==> config.mk <==
export PLATFORM = sky130hd
export DESIGN_NAME = contador_tics_bcd
export DESIGN_NICKNAME = d
export VERILOG_FILES = /design/src/rtl/contador_tics_bcd.sv
export SDC_FILE = /design/constraint.sdc
export NUM_CORES = 1
export LEC_CHECK = 0
export CORE_AREA = 2 2 86 104
export CTS_CLUSTER_SIZE = 8
export DETAILED_ROUTE_END_ITERATION = 8
export DIE_AREA = 0 0 88 106
export PLACE_DENSITY = 0.52
export SYNTH_ARGS = -nofsm -noshare
export SYNTH_HDL_FRONTEND = slang
export SYNTH_SLANG_ARGS = --single-unit
==> constraint.sdc <==
create_clock -name clk -period 5.25 [get_ports clk]
set_input_delay 1.05 -clock clk [delete_from_list [all_inputs] [get_ports clk]]
set_output_delay 1.05 -clock clk [all_outputs]
set_load 0.005 [all_outputs]
==> src/rtl/contador_tics_bcd.sv <==
// contador_tics_bcd: decimal event counter for single-cycle tic pulses.
// Keeps a DIGITS-wide BCD count with a sticky overflow flag, and drives a
// time-multiplexed 7-segment display that shows one digit at a time.
module contador_tics_bcd #(
    parameter int DIGITS    = 4,
    parameter int SCAN_BITS = 16,
    parameter bit WRAP      = 1'b1,
    parameter bit BLANK_LZ  = 1'b1
) (
    input  logic                  clk,
    input  logic                  rst,
    input  logic                  tic,
    input  logic                  clr,
    output logic [4*DIGITS-1:0]   bcd,
    output logic                  ovf,
    output logic [6:0]            seg,
    output logic [DIGITS-1:0]     an
);

    localparam int IDX_W = (DIGITS > 1) ? $clog2(DIGITS) : 1;

    // Count state
    logic [4*DIGITS-1:0] bcd_q, bcd_d;
    logic                ovf_q, ovf_d;

    // Scan state
    logic [SCAN_BITS-1:0] presc_q, presc_d;
    logic [IDX_W-1:0]     idx_q, idx_d;
    logic [6:0]           seg_q, seg_d;
    logic [DIGITS-1:0]    an_q, an_d;

    // Combinational helpers
    logic [4*DIGITS-1:0] inc_bcd;
    logic                carry;
    logic                all_nines;
    logic [3:0]          cur_digit;
    logic                cur_blank;
    logic                higher_nz;

    // Segment pattern {g,f,e,d,c,b,a}; codes above 9 never occur.
    function automatic logic [6:0] seg_decode(input logic [3:0] d);
        case (d)
            4'd0:    seg_decode = 7'h3F;
            4'd1:    seg_decode = 7'h06;
            4'd2:    seg_decode = 7'h5B;
            4'd3:    seg_decode = 7'h4F;
            4'd4:    seg_decode = 7'h66;
            4'd5:    seg_decode = 7'h6D;
            4'd6:    seg_decode = 7'h7D;
            4'd7:    seg_decode = 7'h07;
            4'd8:    seg_decode = 7'h7F;
            4'd9:    seg_decode = 7'h6F;
            default: seg_decode = 7'h00;
        endcase
    endfunction

    // Full decimal ripple increment in one cycle; carry out of the top digit means all-9s.
    always_comb begin
        // NOTE: every comb output gets a default before any branch, so no latch is inferred.
        inc_bcd = bcd_q;
        carry   = 1'b1;
        for (int k = 0; k < DIGITS; k++) begin
            if (carry) begin
                if (bcd_q[4*k +: 4] == 4'd9) begin
                    inc_bcd[4*k +: 4] = 4'd0;
                end else begin
                    inc_bcd[4*k +: 4] = bcd_q[4*k +: 4] + 4'd1;
                    carry             = 1'b0;
                end
            end
        end
        all_nines = carry;
    end

    // Count next state: clr beats tic; overflow either wraps or saturates, and always sets ovf.
    always_comb begin
        bcd_d = bcd_q;
        ovf_d = ovf_q;
        if (clr) begin
            bcd_d = '0;
            ovf_d = 1'b0;
        end else if (tic) begin
            if (all_nines) begin
                ovf_d = 1'b1;
                bcd_d = WRAP ? {4*DIGITS{1'b0}} : bcd_q;
            end else begin
                bcd_d = inc_bcd;
            end
        end
    end

    // Free-running prescaler; the scan index steps when the prescaler is all-ones.
    always_comb begin
        presc_d = presc_q + SCAN_BITS'(1);
        idx_d   = idx_q;
        if (&presc_q) begin
            idx_d = (idx_q == IDX_W'(DIGITS - 1)) ? '0 : idx_q + IDX_W'(1);
        end
    end

    // Select the indexed digit, decide leading-zero blanking, and build seg/an for the next cycle.
    always_comb begin
        cur_digit = 4'd0;
        cur_blank = 1'b0;
        higher_nz = 1'b0;
        an_d      = '1;
        for (int k = DIGITS - 1; k >= 0; k--) begin
            higher_nz = higher_nz | (bcd_q[4*k +: 4] != 4'd0);
            if (idx_q == IDX_W'(k)) begin
                cur_digit = bcd_q[4*k +: 4];
                cur_blank = BLANK_LZ && (k != 0) && !higher_nz;
                an_d[k]   = 1'b0;
            end
        end
        seg_d = cur_blank ? 7'h00 : seg_decode(cur_digit);
    end

    // Count registers; reset wins over clr and tic.
    always_ff @(posedge clk) begin
        // NOTE: state is written with non-blocking assignments so every register samples pre-edge values.
        if (rst) begin
            bcd_q <= '0;
            ovf_q <= 1'b0;
        end else begin
            bcd_q <= bcd_d;
            ovf_q <= ovf_d;
        end
    end

    // Display registers; reset lights digit 0 showing "0" so exactly one anode is low from the start.
    always_ff @(posedge clk) begin
        if (rst) begin
            presc_q <= '0;
            idx_q   <= '0;
            seg_q   <= 7'h3F;
            an_q    <= ~DIGITS'(1);
        end else begin
            presc_q <= presc_d;
            idx_q   <= idx_d;
            seg_q   <= seg_d;
            an_q    <= an_d;
        end
    end

    assign bcd = bcd_q;
    assign ovf = ovf_q;
    assign seg = seg_q;
    assign an  = an_q;

endmodule

**Run 1: M1 wires**

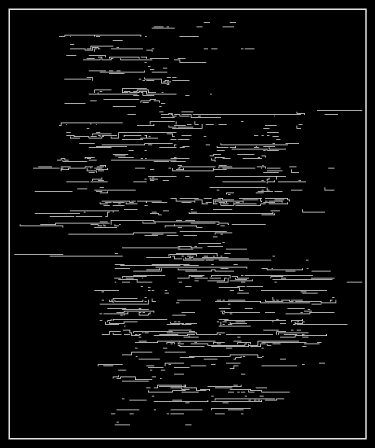
The layer holds 47% of the routed length. The longest straight run is 26.7 µm. The layer carries 2460 µm of wire.
drt total wl: 5211 µm
M1 GR Usage: 14.76%
vias: 1977

**Run 1: the metal 2 layer**

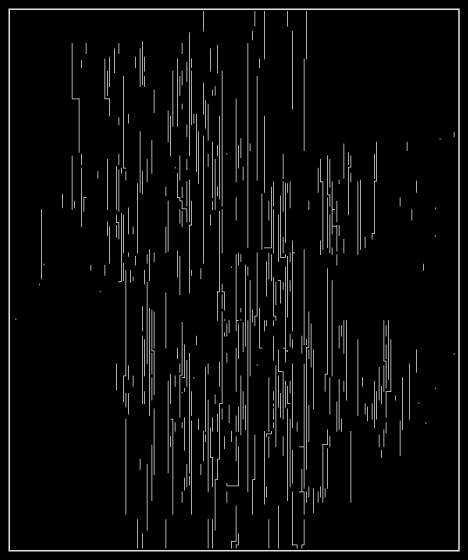
256 nets have wire on it. The longest straight run is 40.1 µm. The layer holds 49% of the routed length.

==> changes_impl.md, run 1 <==
### Physical design

- Layout Area Growth over Synthesis: 21.42%
- Measured slew at the worst slew-check pin: 826.0 ps
- Final setup fails: 0
- Worst hold endpoint: presc_q[0]$_SDFF_PP0_
- Wire length per cell: 12.32 µm
- Clk_skew: 11.90 ps
- Leading power group: registers
- Worst-case reg-to-reg path depth: 8
- Final net count: 331
- Sequential Power Share: 57.7%
- Critical path's slowest cell: clkdlybuf4s50_1
- First-pass GRT wire length: 8549 µm
- CP max stage delay: 620 ps
- Crit path DRT: 5490 ps
- Dominant comb cell: simple AND/OR/NAND/NOR gates
- Clk slew on worst S/H paths: 100 ps
- Signal buffers: 32
- Final HPWL DP: 3784 µm
- Simple-Gate Area Share: 26.00%
- Final min period: 2839 ps
- Max VDD drop: 91.26 µV
- Starting DRT DRC Count: 72
- Leading cell kind: combinational gates
- Grt met2 use: 18.78%
- Synth area leader: dfxtp_1
- Number of cells on the critical path: 5
- CTS tree: built
- Final instance area: 2950 µm²
- Hold Crit Class: flip-flop to flip-flop
- Num rows: 37
- LEAKAGE: 1.059 nW
- Insertion Delay late pin: 310 ps
- Count of tool warnings: 41
- Setup Buffers After CTS: 0
- Sequential cell area: 920.9 µm²
- Fill count: 883
- Comb. pwr: 0.0251 mW
- Cell Type Count: 53
- Number of synthesized flops with an enable pin: 0
- Ys Warns: 0
- Cell area leaders: dfxtp_1, ha_1, nor2_1
- CTS Sinks: 46
- Post-CTS sizing: 0
- Inverters excl. clock: 20
- Worst Setup Start Kind: primary input
- Post-CTS Hold Buffers: 0
- Seq. pwr: 0.355 mW
- Count leader, synth: dfxtp_1
- Status: completed
- Floorplan utilization: 29.00%
- Cycle use final: 54.07%
- N_diodes: 0
- Tap Count: 117
- Post-Place Setup Slack: 2092 ps
- Seq/Total Area, Yosys: 37.90%
- Adder share: 11.33%
- H-tree Lvls: 2
- Commonest Layout Cell: dfxtp_1
- Boundary Pins: 32
- Buffers on Ports: 31
- Sw Share: 24.56%
- Hold Vio Cnt, Final: 0
- Met3 GRT Util: 2.329%
- Final Max Slew Viols: 0
- WL met3: 174 µm
**Run 1: M3 wires**

Bar = 20 µm. Cells faint in the background.
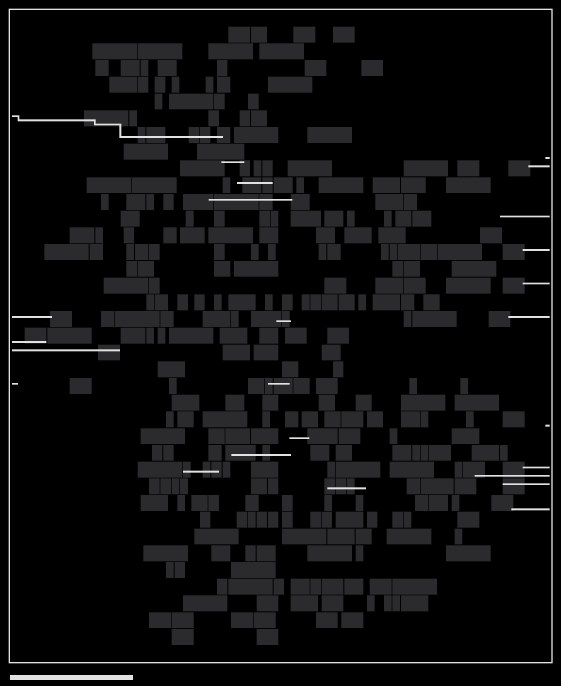
The layer holds 3.3% of the routed length. The longest straight run is 17.2 µm.

==> inputs of run 2 (changes only) <==
PLACE_DENSITY = 0.53   (was 0.52)
clock period = 2.45 ns   (was 5.25 ns; I/O delays follow)
==> run 2 against run 1 <==
Count of clock-buffer cells in the layout is the same. Die size is the same. First-iteration DRC count grew 31%. Final cell count grew 2.6%. Utilization grew 0.90 points. Worst setup slack lost 2300 ps. Sequential power grew 110%. Cell area grew 2.5%. Total power grew 110%. Worst hold slack lost 4.8 ps. Wire length grew 3.8%. Critical path depth grew 2.
==> changes_impl.md, run 2 <==
### Physical design

- Status: completed
- Count of tool warnings: 42
- Number of cells in Yosys stat: 275
- Fill count: 873
- Area leader share: 37.90%
- Critical path destination: seg[6]$_SDFF_PP0_
- CP Capture Type: flip-flop
- Seq/Total Area, Yosys: 37.90%
- Cell area leaders: dfxtp_1, ha_1, nor2_1
- Post-Place Setup Slack: 104.1 ps
- Worst hold endpoint: presc_q[0]$_SDFF_PP0_
- N_diodes: 0
- Num rows: 37
- Dominant comb cell: simple AND/OR/NAND/NOR gates
- Crit. Startpoint: idx_q[0]$_SDFFE_PP0P_
- WL met3: 208 µm
- Leading power group: registers
- Post-CTS sizing: 0
- Leading cell kind: combinational gates
- Insertion Delay late pin: 300 ps
- Vias in the first global route: 1938
- Measured slew at the worst slew-check pin: 476.6 ps
- Post-CTS Hold Buffers: 0
- Sw Share: 23.99%
- Ys Warns: 0
- H-tree Lvls: 2
- Cycle use final: 95.54%
- M1 GR Usage: 15.05%
- Unrepaired setup endpoints after global routing: yes
- Final net count: 342
- Vias: 2038
- Hold Crit Class: flip-flop to flip-flop
- Clk_skew: 7.759 ps
- R2R Setup Slk: 110 ps
- Setup Buffers After CTS: 0
- Sequential Power Share: 58.8%
- Cell Type Count: 53
- Drt total wl: 5408 µm
- Top cells excl fill/tap: dfxtp_1, clkdlybuf4s50_1, nor2_1
- Wire length per cell: 12.46 µm
- CTS Sinks: 46
- Max VDD drop: 304.6 µV
- Signal buffers: 43
- Count leader, synth: dfxtp_1
- Layout Area Growth over Synthesis: 24.51%
- Number of synthesized flops with an enable pin: 0
- Final core occ: 36.11%
- Antenna viol nets, final: 0
- Via/cell ratio: 4.696
- CP max stage delay: 500 ps
- Starting DRT DRC Count: 94
- Worst Setup Start Kind: flip-flop
- Comb. pwr: 0.0574 mW
- Mapped Area: 2430 µm²
- Simple-Gate Area Share: 26.00%
- Metal-1 WL: 2497 µm
- Final setup fails: 0
- Final HPWL DP: 4030 µm
- Critical path's slowest cell: a2111oi_1
- Inverters excl. clock: 20
- Buffers on Ports: 31
- Final Max Slew Viols: 0
- Sequential cell area: 920.9 µm²
- Floorplan utilization: 29.00%
- LEAKAGE: 1.106 nW
- Tap Count: 117
- Final instance area: 3025 µm²
- Drc violations: 0
- First-pass GRT wire length: 9087 µm
- Boundary Pins: 32
- Final min period: 2341 ps
- CTS tree: built
- Hold Vio Cnt, Final: 0
- Seq. pwr: 0.761 mW
- Synth area leader: dfxtp_1
- Syn_nets: 301
- Synth top cells by count: dfxtp_1, nor2_1, ha_1
- Grt met2 use: 20.18%
- Crit path DRT: 2660 ps
- Number of cells on the critical path: 7
- Worst-case reg-to-reg path depth: 7
- CLK BUF: 5
- Adder share: 11.33%
- Seq/total area: 30.44%
- Clk slew on worst S/H paths: 90 ps
- Net switching power: 0.3104 mW
- Commonest Layout Cell: dfxtp_1
- Met3 GRT Util: 3.339%
**Run 2: M1 wires**

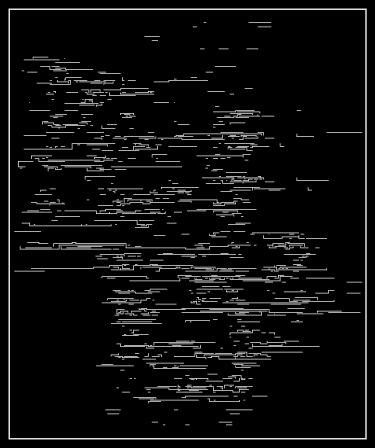
The layer holds 46% of the routed length. The longest straight run is 21.2 µm. 305 nets have wire on it.

Power and IR drop assume default switching activity.
